Run 1, clock network drawn from the DEF:
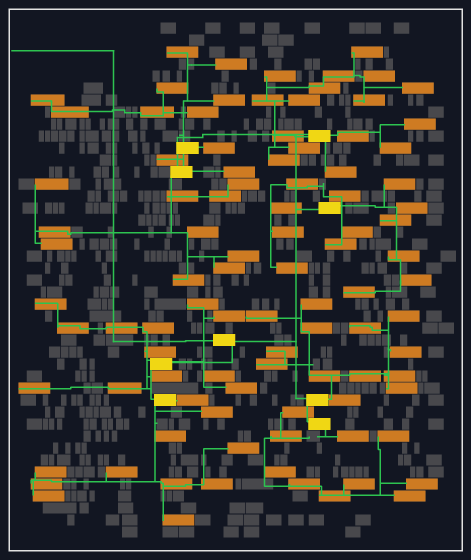
Run 1, placement view:
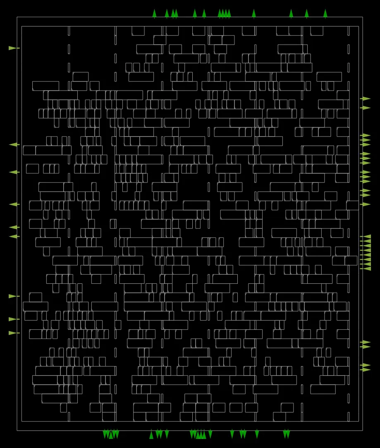
Run 1, PDN straps and rails:
Pins as bars on the die edge. Tap cells in gray.
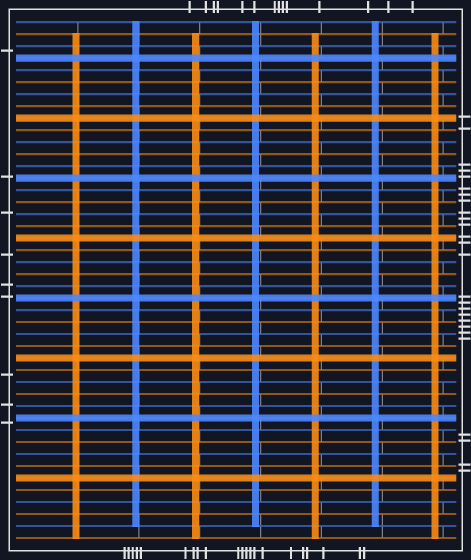
Run 1, placement by cell class:
Bar = 20 µm. Fill, decap, tap and diode cells in gray.
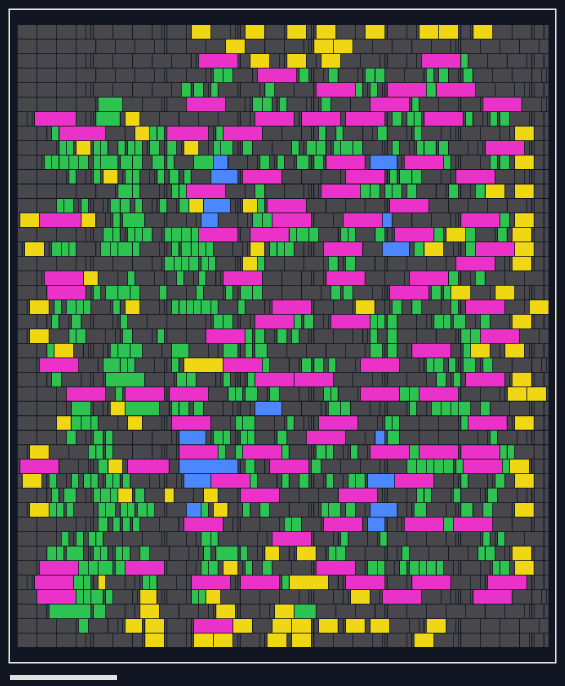
**config.mk**
```make
export PLATFORM = sky130hd
export DESIGN_NAME = plot_sequencer
export DESIGN_NICKNAME = d
export VERILOG_FILES = /design/src/rtl/plot_pkg.sv /design/src/rtl/plot_line_issuer.sv /design/src/rtl/plot_sequencer.sv
export SDC_FILE = /design/constraint.sdc
export NUM_CORES = 1
export LEC_CHECK = 0
export ABC_AREA = 1
export CORE_ASPECT_RATIO = 1.2
export CORE_UTILIZATION = 33
export CTS_BUF_LIST = sky130_fd_sc_hd__clkbuf_8
export DETAILED_ROUTE_END_ITERATION = 7
export PLACE_DENSITY_LB_ADDON = 0.05
export RECOVER_POWER = 25
export SLEW_MARGIN = 10
export SYNTH_ARGS = -nofsm -noshare
export SYNTH_HDL_FRONTEND = slang
export SYNTH_SLANG_ARGS = --single-unit
```
**constraint.sdc**
```tcl
create_clock -name clk -period 2.1 [get_ports clk]
set_clock_uncertainty 0.05 [all_clocks]
set_input_delay 0.42 -clock clk [delete_from_list [all_inputs] [get_ports clk]]
set_output_delay 0.42 -clock clk [all_outputs]
set_load 0.02 [all_outputs]
```
**src/rtl/plot_pkg.sv**
```systemverilog
// Shared encodings and width helpers for the plot sequencer and its line issuer.
package plot_pkg;

  localparam int ST_W = 4;
  typedef logic [ST_W-1:0] state_t;

  localparam state_t S_IDLE      = 4'd0;
  localparam state_t S_AXES      = 4'd1;
  localparam state_t S_AXES_WAIT = 4'd2;
  localparam state_t S_PARSE     = 4'd3;
  localparam state_t S_PARSE_WAIT= 4'd4;
  localparam state_t S_EVAL      = 4'd5;
  localparam state_t S_EVAL_WAIT = 4'd6;
  localparam state_t S_SEG       = 4'd7;
  localparam state_t S_SEG_WAIT  = 4'd8;
  localparam state_t S_NEXT      = 4'd9;

  function automatic int x_width(input int hor);
    return (hor > 1) ? $clog2(hor) : 1;
  endfunction

  function automatic int y_width(input int ver);
    return (ver > 1) ? $clog2(ver) : 1;
  endfunction

  function automatic int ch_width(input int channels);
    return (channels > 1) ? $clog2(channels) : 1;
  endfunction

  // Line request packs as {x1, y1, x2, y2}.
  function automatic int line_req_width(input int xw, input int yw);
    return 2 * xw + 2 * yw;
  endfunction

endpackage

```
**src/rtl/plot_line_issuer.sv**
```systemverilog
// Holds segment endpoints, pulses line_start and waits for the drawer to go idle.
module plot_line_issuer
  import plot_pkg::*;
#(
  parameter int XW = 10,
  parameter int YW = 9
) (
  input  logic                              clk,
  input  logic                              reset,
  input  logic                              clear,
  input  logic                              req,
  input  logic [line_req_width(XW, YW)-1:0] req_line,
  input  logic                              line_ready,
  output logic                              line_start,
  output logic [XW-1:0]                     x1,
  output logic [YW-1:0]                     y1,
  output logic [XW-1:0]                     x2,
  output logic [YW-1:0]                     y2,
  output logic                              done
);

  logic busy;
  logic arm;

  // line_ready is ignored in the pulse cycle and the one after it.
  assign done = busy && !line_start && !arm && line_ready;

  always_ff @(posedge clk) begin
    if (reset || clear) begin
      line_start <= 1'b0;
      busy       <= 1'b0;
      arm        <= 1'b0;
      x1         <= '0;
      y1         <= '0;
      x2         <= '0;
      y2         <= '0;
    end else begin
      line_start <= 1'b0;
      arm        <= line_start;
      if (req && !busy) begin
        {x1, y1, x2, y2} <= req_line;
        line_start       <= 1'b1;
        busy             <= 1'b1;
      end else if (done) begin
        busy <= 1'b0;
      end
    end
  end

endmodule

```
**src/rtl/plot_sequencer.sv**
```systemverilog
// Multi-channel plot controller: parse, sweep x through the evaluator, emit polylines.
// Define PLOT_SEQ_AXES_EN to draw the two axes once at the start of each run.
//
// state       | meaning
// IDLE        | ready for start
// AXES        | request horizontal (axis_sel=0) or vertical (axis_sel=1) axis line
// AXES_WAIT   | wait for axis line to finish
// PARSE       | parser_start pulse
// PARSE_WAIT  | wait for parser_ready
// EVAL        | eval_start pulse for current eval_x
// EVAL_WAIT   | wait for eval_ready, classify the sample
// SEG         | request segment prev -> current
// SEG_WAIT    | wait for segment line to finish
// NEXT        | advance x, then channel, then finish
module plot_sequencer
  import plot_pkg::*;
#(
  parameter int HOR_ACTIVE_PIXELS = 640,
  parameter int VER_ACTIVE_PIXELS = 450,
  parameter int CHANNELS          = 2,
  parameter int X_STEP            = 1,
  parameter int AXIS_X            = 320,
  parameter int AXIS_Y            = 225,
  localparam int CW = ch_width(CHANNELS),
  localparam int XW = x_width(HOR_ACTIVE_PIXELS),
  localparam int YW = y_width(VER_ACTIVE_PIXELS)
) (
  input  logic          clk,
  input  logic          reset,
  input  logic          start,
  input  logic          abort,
  output logic          ready,
  output logic [CW-1:0] channel,
  output logic          parser_start,
  input  logic          parser_ready,
  output logic          eval_start,
  input  logic          eval_ready,
  output logic [XW-1:0] eval_x,
  input  logic [YW-1:0] eval_y,
  input  logic          eval_skip,
  output logic [XW-1:0] x1,
  output logic [YW-1:0] y1,
  output logic [XW-1:0] x2,
  output logic [YW-1:0] y2,
  output logic          line_start,
  input  logic          line_ready
);

  localparam int RW = line_req_width(XW, YW);
  localparam logic [XW:0]   X_LAST  = (XW+1)'(HOR_ACTIVE_PIXELS - 1);
  localparam logic [XW:0]   X_INC   = (XW+1)'(X_STEP);
  localparam logic [CW-1:0] CH_LAST = CW'(CHANNELS - 1);

  state_t          state, state_nxt;
  logic            wait_arm;
  logic            have_prev;
  logic [XW-1:0]   prev_x, cur_x;
  logic [YW-1:0]   prev_y, cur_y;
  logic [XW:0]     x_next;
  logic            x_more, ch_more;
  logic            parse_done, eval_done;
  logic            line_req, line_done;
  logic [RW-1:0]   line_req_data;

`ifdef PLOT_SEQ_AXES_EN
  localparam logic [XW-1:0] AX_COL = XW'(AXIS_X);
  localparam logic [XW-1:0] X_MAX  = XW'(HOR_ACTIVE_PIXELS - 1);
  localparam logic [YW-1:0] AX_ROW = YW'(AXIS_Y);
  localparam logic [YW-1:0] Y_MAX  = YW'(VER_ACTIVE_PIXELS - 1);
  logic axis_sel;
`endif

  // Extra bit keeps the end-of-sweep test from wrapping.
  assign x_next     = {1'b0, eval_x} + X_INC;
  assign x_more     = (x_next <= X_LAST);
  assign ch_more    = (channel < CH_LAST);
  assign parse_done = !wait_arm && parser_ready;
  assign eval_done  = !wait_arm && eval_ready;

  always_ff @(posedge clk) begin
    if (reset) state <= S_IDLE;
    else       state <= state_nxt;
  end

  always_comb begin
    state_nxt = state;
    if (abort) begin
      state_nxt = S_IDLE;
    end else begin
      unique case (state)
        S_IDLE: if (start) begin
`ifdef PLOT_SEQ_AXES_EN
          state_nxt = S_AXES;
`else
          state_nxt = S_PARSE;
`endif
        end
`ifdef PLOT_SEQ_AXES_EN
        S_AXES:      state_nxt = S_AXES_WAIT;
        S_AXES_WAIT: if (line_done) state_nxt = axis_sel ? S_PARSE : S_AXES;
`endif
        S_PARSE:      state_nxt = S_PARSE_WAIT;
        S_PARSE_WAIT: if (parse_done) state_nxt = S_EVAL;
        S_EVAL:       state_nxt = S_EVAL_WAIT;
        S_EVAL_WAIT:  if (eval_done) state_nxt = (!eval_skip && have_prev) ? S_SEG : S_NEXT;
        S_SEG:        state_nxt = S_SEG_WAIT;
        S_SEG_WAIT:   if (line_done) state_nxt = S_NEXT;
        S_NEXT: begin
          if (x_more)       state_nxt = S_EVAL;
          else if (ch_more) state_nxt = S_PARSE;
          else              state_nxt = S_IDLE;
        end
        default: state_nxt = S_IDLE;
      endcase
    end
  end

  always_comb begin
    ready         = (state == S_IDLE);
    parser_start  = (state == S_PARSE);
    eval_start    = (state == S_EVAL);
    line_req      = (state == S_SEG);
    line_req_data = {prev_x, prev_y, cur_x, cur_y};
`ifdef PLOT_SEQ_AXES_EN
    if (state == S_AXES) begin
      line_req      = 1'b1;
      line_req_data = axis_sel ? {AX_COL, {YW{1'b0}}, AX_COL, Y_MAX}
                               : {{XW{1'b0}}, AX_ROW, X_MAX, AX_ROW};
    end
`endif
  end

  always_ff @(posedge clk) begin
    if (reset || abort) begin
      channel   <= '0;
      eval_x    <= '0;
      wait_arm  <= 1'b0;
      have_prev <= 1'b0;
      prev_x    <= '0;
      prev_y    <= '0;
      cur_x     <= '0;
      cur_y     <= '0;
    end else begin
      case (state)
        S_IDLE: if (start) channel <= '0;
        S_PARSE, S_EVAL: wait_arm <= 1'b1;
        S_PARSE_WAIT: begin
          wait_arm <= 1'b0;
          if (parse_done) begin
            eval_x    <= '0;
            have_prev <= 1'b0;
          end
        end
        S_EVAL_WAIT: begin
          wait_arm <= 1'b0;
          if (eval_done) begin
            if (eval_skip) begin
              have_prev <= 1'b0;
            end else if (!have_prev) begin
              prev_x    <= eval_x;
              prev_y    <= eval_y;
              have_prev <= 1'b1;
            end else begin
              cur_x <= eval_x;
              cur_y <= eval_y;
            end
          end
        end
        // The issuer latches the old prev on this same edge.
        S_SEG: begin
          prev_x <= cur_x;
          prev_y <= cur_y;
        end
        S_NEXT: begin
          if (x_more)       eval_x  <= x_next[XW-1:0];
          else if (ch_more) channel <= channel + CW'(1);
        end
        default: ;
      endcase
    end
  end

`ifdef PLOT_SEQ_AXES_EN
  always_ff @(posedge clk) begin
    if (reset || abort)                          axis_sel <= 1'b0;
    else if (state == S_IDLE && start)           axis_sel <= 1'b0;
    else if (state == S_AXES_WAIT && line_done)  axis_sel <= 1'b1;
  end
`endif

  plot_line_issuer #(.XW(XW), .YW(YW)) u_line_issuer (
    .clk        (clk),
    .reset      (reset),
    .clear      (abort),
    .req        (line_req),
    .req_line   (line_req_data),
    .line_ready (line_ready),
    .line_start (line_start),
    .x1         (x1),
    .y1         (y1),
    .x2         (x2),
    .y2         (y2),
    .done       (line_done)
  );

endmodule
```
==> impl_metrics.toml, run 1 <==
# physical design summary
[run_status]
run_status = "finished clean"

[placement]
dp_hpwl_mm = 7.08
placement.cell_area_um2 = 4960
portBuffers = 69
place_ws_ns = -0.00149
placed_cells = 767

[logic_synthesis]
postSynth.asyncResetShare_pct = 0
syn_nets = 568
syn_avg_cell_area_um2 = 7.27
yosys_area_um2 = 3990
logic_family = "simple AND/OR/NAND/NOR gates"
synthAoiAreaFrac_pct = 17.8
ys_sh_mux_pct = 0
synth_simple_gate_area_share_pct = 25.4
synth-main-ff-cell = "dfxtp_1"
synth_area_um2 = 3990
adder_share_pct = 0.627
yosysUniqueCellTypes = 29
xor_share_pct = 0.220
synth_flops = 96
yosysMostFrequentCell = "nand2_1"
ys_cells = 549
synthTopCellsByCount = "103 x nand2_1, 96 x dfxtp_1, 75 x nor2_1"
synth_seq_share_pct = 48.2
yosys_warnings = 0

[route]
wl_per_cell_um = 13.4
first_pass_iters = 4
first_iter_violations = 165
final_antenna_net_count = 0
dr.max_layer_used = "met4"
m1WireLength_mm = 5.06
wirelength_mm = 10.5
drc = 0
wl_met3_um = 293
via_per_inst = 4.72
via_count = 3707

[clock_network]
cts_setup_buffers = 0
root_buffer = "clkbuf_8"
cts_resized = 5
cts_buffers = 9
htreeDepth = 3
ctsHoldBuffers = 0
cts.sinks = 96
cts_tree = "yes"

[worst_setup_path]
cp_slowest_stage_delay_ns = 0.59
r2r_slack_ns = 0.21
critPathMaxFanout = 6
critPathLaunchType = "flip-flop"
cp.arrival_ns = 1.54
cp_cell_sequence = "buf_4 -> clkdlybuf4s50_1"
cp-startpoint = "eval_x[5]"
cp.required_ns = 1.63
crit_buf_inv = 2
critPathKind = "reg -> out"
slowest_stage = "clkdlybuf4s50_1"
r2r-start = "eval_x[0]"
worst-r2r-cell-count = 14
endpoint = "eval_x[5]"
endpoint_kind = "output port"

[final_layout]
ff_count = 96
dominant_cells = "sequential cells"
comb_cells = 377
final-clk-cell-share_pct = 3.77
comb_share_pct = 34.8
logic_area_um2 = 1810
n_antenna_cell = 0
buffer_area_share_pct = 17.3
nNonClkInverters = 44
final_net_count = 642
n_clock_buffer = 9
drive_gt1_share_pct = 10.0
ff_latch_area_um2 = 1930
mostFrequentLayoutCell = "nand2_1"
final_layout_top_logic_cells = "103 x nand2_1, 91 x dfxtp_1, 74 x nor2_1, 74 x o21ai_0, 53 x clkdlybuf4s50_1"

[die]
die_y_um = 122
io_pins = 70
die_w_um = 102
chipArea_um2 = 12500

[grt]
grt_use_met2_pct = 29.6
antenna_found_initial = 0
grtUsageMet1_pct = 22.7
grt_pass1_vias = 3479
grt_start_max_net_pins = 87
grt.total_usage_pct = 17.6
grt_overflow = 0

[power]
p_seq_mw = 1.82
power_leader = "sequential cells"
powerDensity_nw_per_um2 = 606
seq_power_share_pct = 57.9
total_power_mw = 3.15
leakage_nw = 1.97
pwr-share-comb_pct = 4.1
power.switching_mw = 0.725
intPower_mw = 2.43

[job]
max_cap_viol_count = 0
warnings = 27

[sta]
timing_max_transition_violations_final = 0
hold_violations = 0
min_period_ns = 2.01
setup-violations-final = 0
timing.fmax_ghz = 0.497
finalSetupTns_ns = 0
fin_ws_ns = 0.0868

[worst_hold_path]
min_path_cells = 2
hold_path_end = "u_line_issuer.arm"
hold_path.class = "reg -> reg"
About 'clock network drawn from the DEF':
[clock wires] green | length: 1,160 µm
[clock drivers] yellow | count: 9
[flip-flops] orange | count: 96
flops lie: all over the die
routed clock nets: 10
Clk pwr share: 38.1%
clock group power: 1.20 mW
clk_lat worst skew: 0.35 ns

About 'placement view':
Layout Cells excl Fill: 785
sequential portion of the cell area: 37.1%
fillers: 1,240
row count: 43
Tapcell Cnt: 157

About 'PDN straps and rails':
[VDD] blue
[VSS] orange
met5 straps: 8
met4 straps: 7
rows: 43
signal pins: 70
tap cells: 157

About 'placement by cell class':
[remaining buffers and delay cells] yellow | cells: 95 | share of their area: 18%
[sequential cells] magenta | cells: 96 | share of their area: 39%
[combinational and other logic] green | cells: 421 | share of their area: 40%
[clock drivers and dummy loads] blue | cells: 16 | share of their area: 3.9%
Finished Cell Area: 5200 µm²
total core area: 11,700 µm²
final core utilization: 44.6%

--- run 2 (diff from run 1) ---
--- a/config.mk
+++ b/config.mk
@@ -10,8 +10,10 @@
 export CORE_UTILIZATION = 33
 export CTS_BUF_LIST = sky130_fd_sc_hd__clkbuf_8
 export DETAILED_ROUTE_END_ITERATION = 7
+export GPL_ROUTABILITY_DRIVEN = 0
 export PLACE_DENSITY_LB_ADDON = 0.05
 export RECOVER_POWER = 25
+export SKIP_CTS_REPAIR_TIMING = 1
 export SLEW_MARGIN = 10
 export SYNTH_ARGS = -nofsm -noshare
 export SYNTH_HDL_FRONTEND = slang
Run 2, PDN straps and rails:
Pins as bars on the die edge. Tap cells in gray.
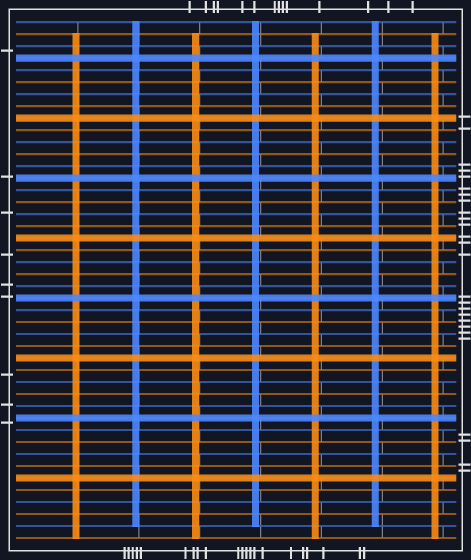
[VSS] orange
[VDD] blue
tap cells: 157
met1 rails: 44

Run 2, placement by cell class:
Bar = 20 µm. Fill, decap, tap and diode cells in gray.
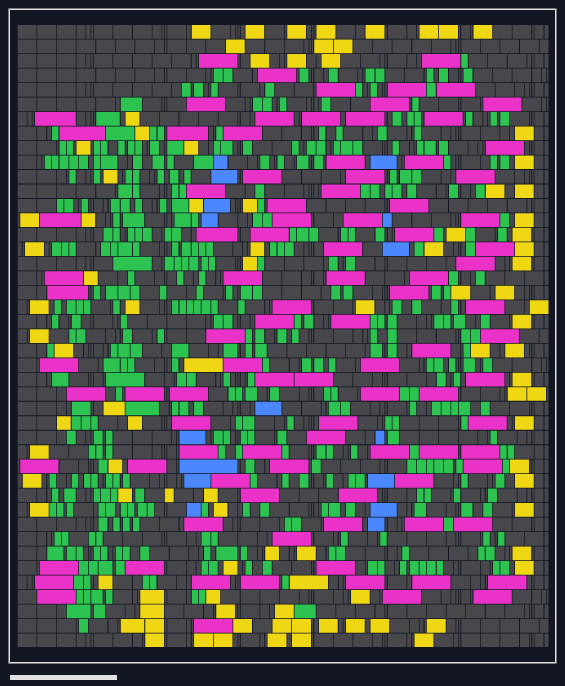
[clock drivers and dummy loads] blue | cells: 16 | share of their area: 3.9%
[sequential cells] magenta | cells: 96 | share of their area: 38%
[combinational and other logic] green | cells: 422 | share of their area: 40%
[remaining buffers and delay cells] yellow | cells: 95 | share of their area: 18%
final core utilization: 45.0%
sequential portion of the cell area: 36.7%
Finished Cell Area: 5260 µm²

==> run 2 against run 1 <==
Against the previous run: power about the same; hold slack is essentially flat; synthesized area stayed put; register-to-register slack got worse by 0.03 ns; sequential cell count is the same; clock power is essentially flat; die area unchanged; first-iteration DRC count shrank 3.0%; highest routed layer unchanged.
==> impl_metrics.toml, run 2 <==
# physical design summary
[run_status]
run_status = "finished clean"

[worst_setup_path]
critPathMaxFanout = 5
cp_slowest_stage_delay_ns = 0.61
cp_cell_sequence = "buf_4 -> clkdlybuf4s50_1"
crit_buf_inv = 2
r2r-start = "eval_x[0]"
critPathKind = "reg -> out"
slowest_stage = "clkdlybuf4s50_1"
worst-r2r-cell-count = 15
cp-startpoint = "eval_x[3]"
r2r_slack_ns = 0.18
critPathLaunchType = "flip-flop"
endpoint_kind = "output port"
cp.required_ns = 1.63
endpoint = "eval_x[3]"

[logic_synthesis]
syn_avg_cell_area_um2 = 7.27
synthAoiAreaFrac_pct = 17.8
yosys_area_um2 = 3990
syn_nets = 568
postSynth.asyncResetShare_pct = 0
synth_area_um2 = 3990
synth_simple_gate_area_share_pct = 25.4
yosys_warnings = 0
synthTopCellsByCount = "103 x nand2_1, 96 x dfxtp_1, 75 x nor2_1"
yosysUniqueCellTypes = 29
yosysMostFrequentCell = "nand2_1"

[worst_hold_path]
min_path_cells = 2
hold_path.class = "reg -> reg"
hold_path_end = "u_line_issuer.arm"

[route]
final_antenna_net_count = 0
wl_per_cell_um = 13.5
wl_met3_um = 310
via_per_inst = 4.75
drc = 0
dr.max_layer_used = "met4"
first_iter_violations = 160
m1WireLength_mm = 4.99

[power]
pwr-share-comb_pct = 4.1
total_power_mw = 3.16
powerDensity_nw_per_um2 = 600
p_clk_mw = 1.20
seq_power_share_pct = 57.8
p_seq_mw = 1.82
power.switching_mw = 0.726
power_leader = "sequential cells"
leakage_nw = 2.03
intPower_mw = 2.43

[clock_network]
cts_buffers = 9
cts_tree = "yes"
root_buffer = "clkbuf_8"
cts.sinks = 96
clk_latency_ns = 0.35
htreeDepth = 3

[grt]
grtUsageMet1_pct = 22.7
grt_overflow = 0
antenna_found_initial = 0
grt_start_max_net_pins = 87
grt_use_met2_pct = 29.6
grt_pass1_vias = 3481

[die]
chipArea_um2 = 12500
taps = 157
io_pins = 70
rows = 43

[sta]
finalSetupTns_ns = 0
setup-violations-final = 0
timing.fmax_ghz = 0.499
min_period_ns = 2.00
fin_ws_ns = 0.0977

[job]
max_cap_viol_count = 0
warnings = 28

[final_layout]
ff_count = 96
final_layout_top_logic_cells = "103 x nand2_1, 90 x dfxtp_1, 74 x nor2_1, 74 x o21ai_0, 54 x clkdlybuf4s50_1"
final_net_count = 643
mostFrequentLayoutCell = "nand2_1"
n_clock_buffer = 9
n_antenna_cell = 0
comb_share_pct = 35.1
comb_cells = 378
nFillCells = 1227
ff_latch_area_um2 = 1930
nNonClkInverters = 44
logic_area_um2 = 1840
dominant_cells = "sequential cells"
buffer_area_share_pct = 17.5
drive_gt1_share_pct = 11.3
final-clk-cell-share_pct = 3.74

[placement]
place_ws_ns = -0.00149
portBuffers = 69
--- run 3 (diff from run 2) ---
--- a/config.mk
+++ b/config.mk
@@ -7,6 +7,7 @@
 export LEC_CHECK = 0
 export ABC_AREA = 1
 export CORE_ASPECT_RATIO = 1.2
+export CORE_MARGIN = 2
 export CORE_UTILIZATION = 33
 export CTS_BUF_LIST = sky130_fd_sc_hd__clkbuf_8
 export DETAILED_ROUTE_END_ITERATION = 7
Run 3, metal 2:
Bar = 20 µm.
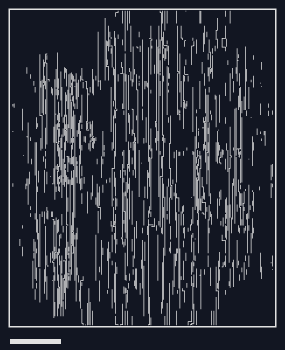
nets with wire on the layer: 521
longest straight run: 58.5 µm
wire length on this layer: 5,400 µm
share of all routed wire: 49%
main direction: vertical

Run 3, clock network drawn from the DEF:
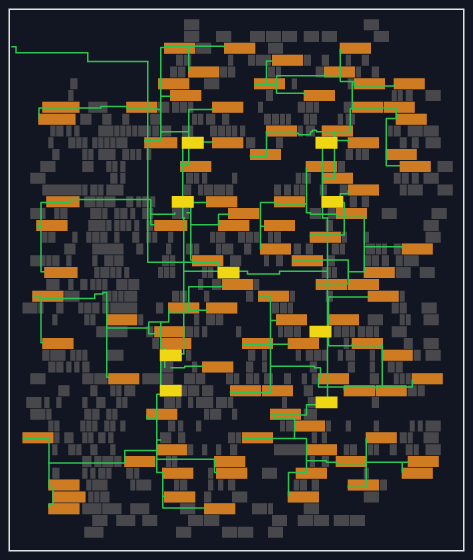
[clock wires] green | length: 1,200 µm
[flip-flops] orange | count: 96
[clock drivers] yellow | count: 9
flops lie: all over the die
routed clock nets: 10
Clk pwr share: 36.8%
clk_lat worst skew: 0.36 ns
clock group power: 1.14 mW

==> run 3 against run 2 <==
Against the previous run: utilization shrank 0.99 points; sequential share of layout area is essentially flat; clock power shrank 5%; synthesized area is the same; sequential power is essentially flat; sequential cell count is the same; non-clock buffer count shrank 1; first-iteration DRC count grew 23%; critical endpoint is now state[2].
==> impl_metrics.toml, run 3 <==
# physical design summary
[logic_synthesis]
yosys_warnings = 0
synthTopCellsByCount = "103 x nand2_1, 96 x dfxtp_1, 75 x nor2_1"
synth-main-ff-cell = "dfxtp_1"
topCellsByArea = "dfxtp_1 48%, nand2_1 9.7%, o21ai_0 9.3%"
synth_seq_share_pct = 48.2
yosysUniqueCellTypes = 29
adder_share_pct = 0.627
ys_cells = 549
yosys_area_um2 = 3990
synth_area_um2 = 3990
xor_share_pct = 0.220
top_area_cell = "dfxtp_1"
syn_nets = 568
ys_sh_mux_pct = 0
synth_flops = 96
syn_avg_cell_area_um2 = 7.27
logic_family = "simple AND/OR/NAND/NOR gates"
synthAoiAreaFrac_pct = 17.8
yosysMostFrequentCell = "nand2_1"
synth_simple_gate_area_share_pct = 25.4
postSynth.asyncResetShare_pct = 0

[final_layout]
logic_area_um2 = 1860
ff_count = 96
utilization_pct = 44.0
n_clock_buffer = 9
final_cell_area_um2 = 5260
area.share.sequential_pct = 36.8
final_layout_top_logic_cells = "103 x nand2_1, 89 x dfxtp_1, 73 x nor2_1, 73 x o21ai_0, 57 x clkdlybuf4s50_1"
nNonClkInverters = 44
n_all_buffers = 94
mostFrequentLayoutCell = "nand2_1"
comb_share_pct = 35.4
instances_no_fill = 790
final_net_count = 643
ff_latch_area_um2 = 1940
area_delta_synth_final_pct = 31.9
drive_gt1_share_pct = 11.3
comb_cells = 379
buffer_area_share_pct = 17.4
nFillCells = 1278
n_antenna_cell = 0
dominant_cells = "sequential cells"
final-clk-cell-share_pct = 3.42

[worst_hold_path]
hold_path.class = "reg -> reg"
hold_path_end = "u_line_issuer.arm"
min_path_cells = 2

[sta]
timing_max_transition_violations_final = 0
hold_violations = 0
fin_ws_ns = 0.0990
min_period_ns = 2.00
setup-violations-final = 0
timing.fmax_ghz = 0.500
finalSetupTns_ns = 0
max_slew_margin_pct = 66.0

[clock_network]
root_buffer = "clkbuf_8"
cts_buffer_depth = 2
clk_pin_slew_worst_paths_ns = 0.09
cts.sinks = 96
cts_buffers = 9
cts_tree = "yes"
htreeDepth = 3

[grt]
grt_use_met2_pct = 27.5
antenna_found_initial = 0
globalRoute.busiestLayer = "met2"
grt_overflow = 0
grt_start_max_net_pins = 87
gr-usage-met3_pct = 2.20
grt.total_usage_pct = 16.5
grtUsageMet1_pct = 21.6
grt_pass1_vias = 3523

[die]
die_w_um = 104
chipArea_um2 = 13000
core-area_um2 = 11900
rows = 44
taps = 161
io_pins = 70
die_y_um = 124

[worst_setup_path]
cp.required_ns = 2.30
cp_top_family = "simple AND/OR/NAND/NOR gates"
slowest_stage = "dfxtp_4"
critPathLaunchType = "flip-flop"
critPathMaxFanout = 5
r2r_slack_ns = 0.1
endpoint_kind = "flip-flop"
critPathKind = "reg -> reg"
endpoint = "state[2]"
cp_slowest_stage_delay_ns = 0.39
crit_buf_inv = 3
cp.arrival_ns = 2.21
worst-r2r-cell-count = 15
r2r-start = "eval_x[0]"
timing.rr.end = "state[2]"
cp-startpoint = "eval_x[0]"
cp_cell_sequence = "inv_1 -> ha_1 -> inv_1 -> nand2_1 -> nor2_1 -> nand2_1 -> nor2_1 -> nand2_1 -> nand2_1 -> nand2_2 -> nand3_4 -> buf_6 -> nand3_1 -> nand2_1 -> a21oi_1"

[placement]
placed_cells = 770
dp_hpwl_mm = 7.26
placement.cell_area_um2 = 4940
place_ws_ns = -0.0628
portBuffers = 69

[power]
leakage_nw = 2.01
total_power_mw = 3.09
power_leader = "sequential cells"
seq_power_share_pct = 59.0
powerDensity_nw_per_um2 = 587
pwr-share-comb_pct = 4.2
intPower_mw = 2.32
power.switching_mw = 0.770
p_seq_mw = 1.82

[route]
via_per_inst = 4.86
m1WireLength_mm = 4.97
wl_per_cell_um = 13.8
via_count = 3843
wl_met3_um = 398
wirelength_mm = 10.9
met2_length_mm = 5.40
first_pass_iters = 4
first_iter_violations = 196
drc = 0
final_antenna_net_count = 0
dr.max_layer_used = "met4"

[job]
warnings = 27
max_cap_viol_count = 0

[run_status]
run_status = "finished clean"
No activity file was given, so power comes from the tool's default toggle rates.
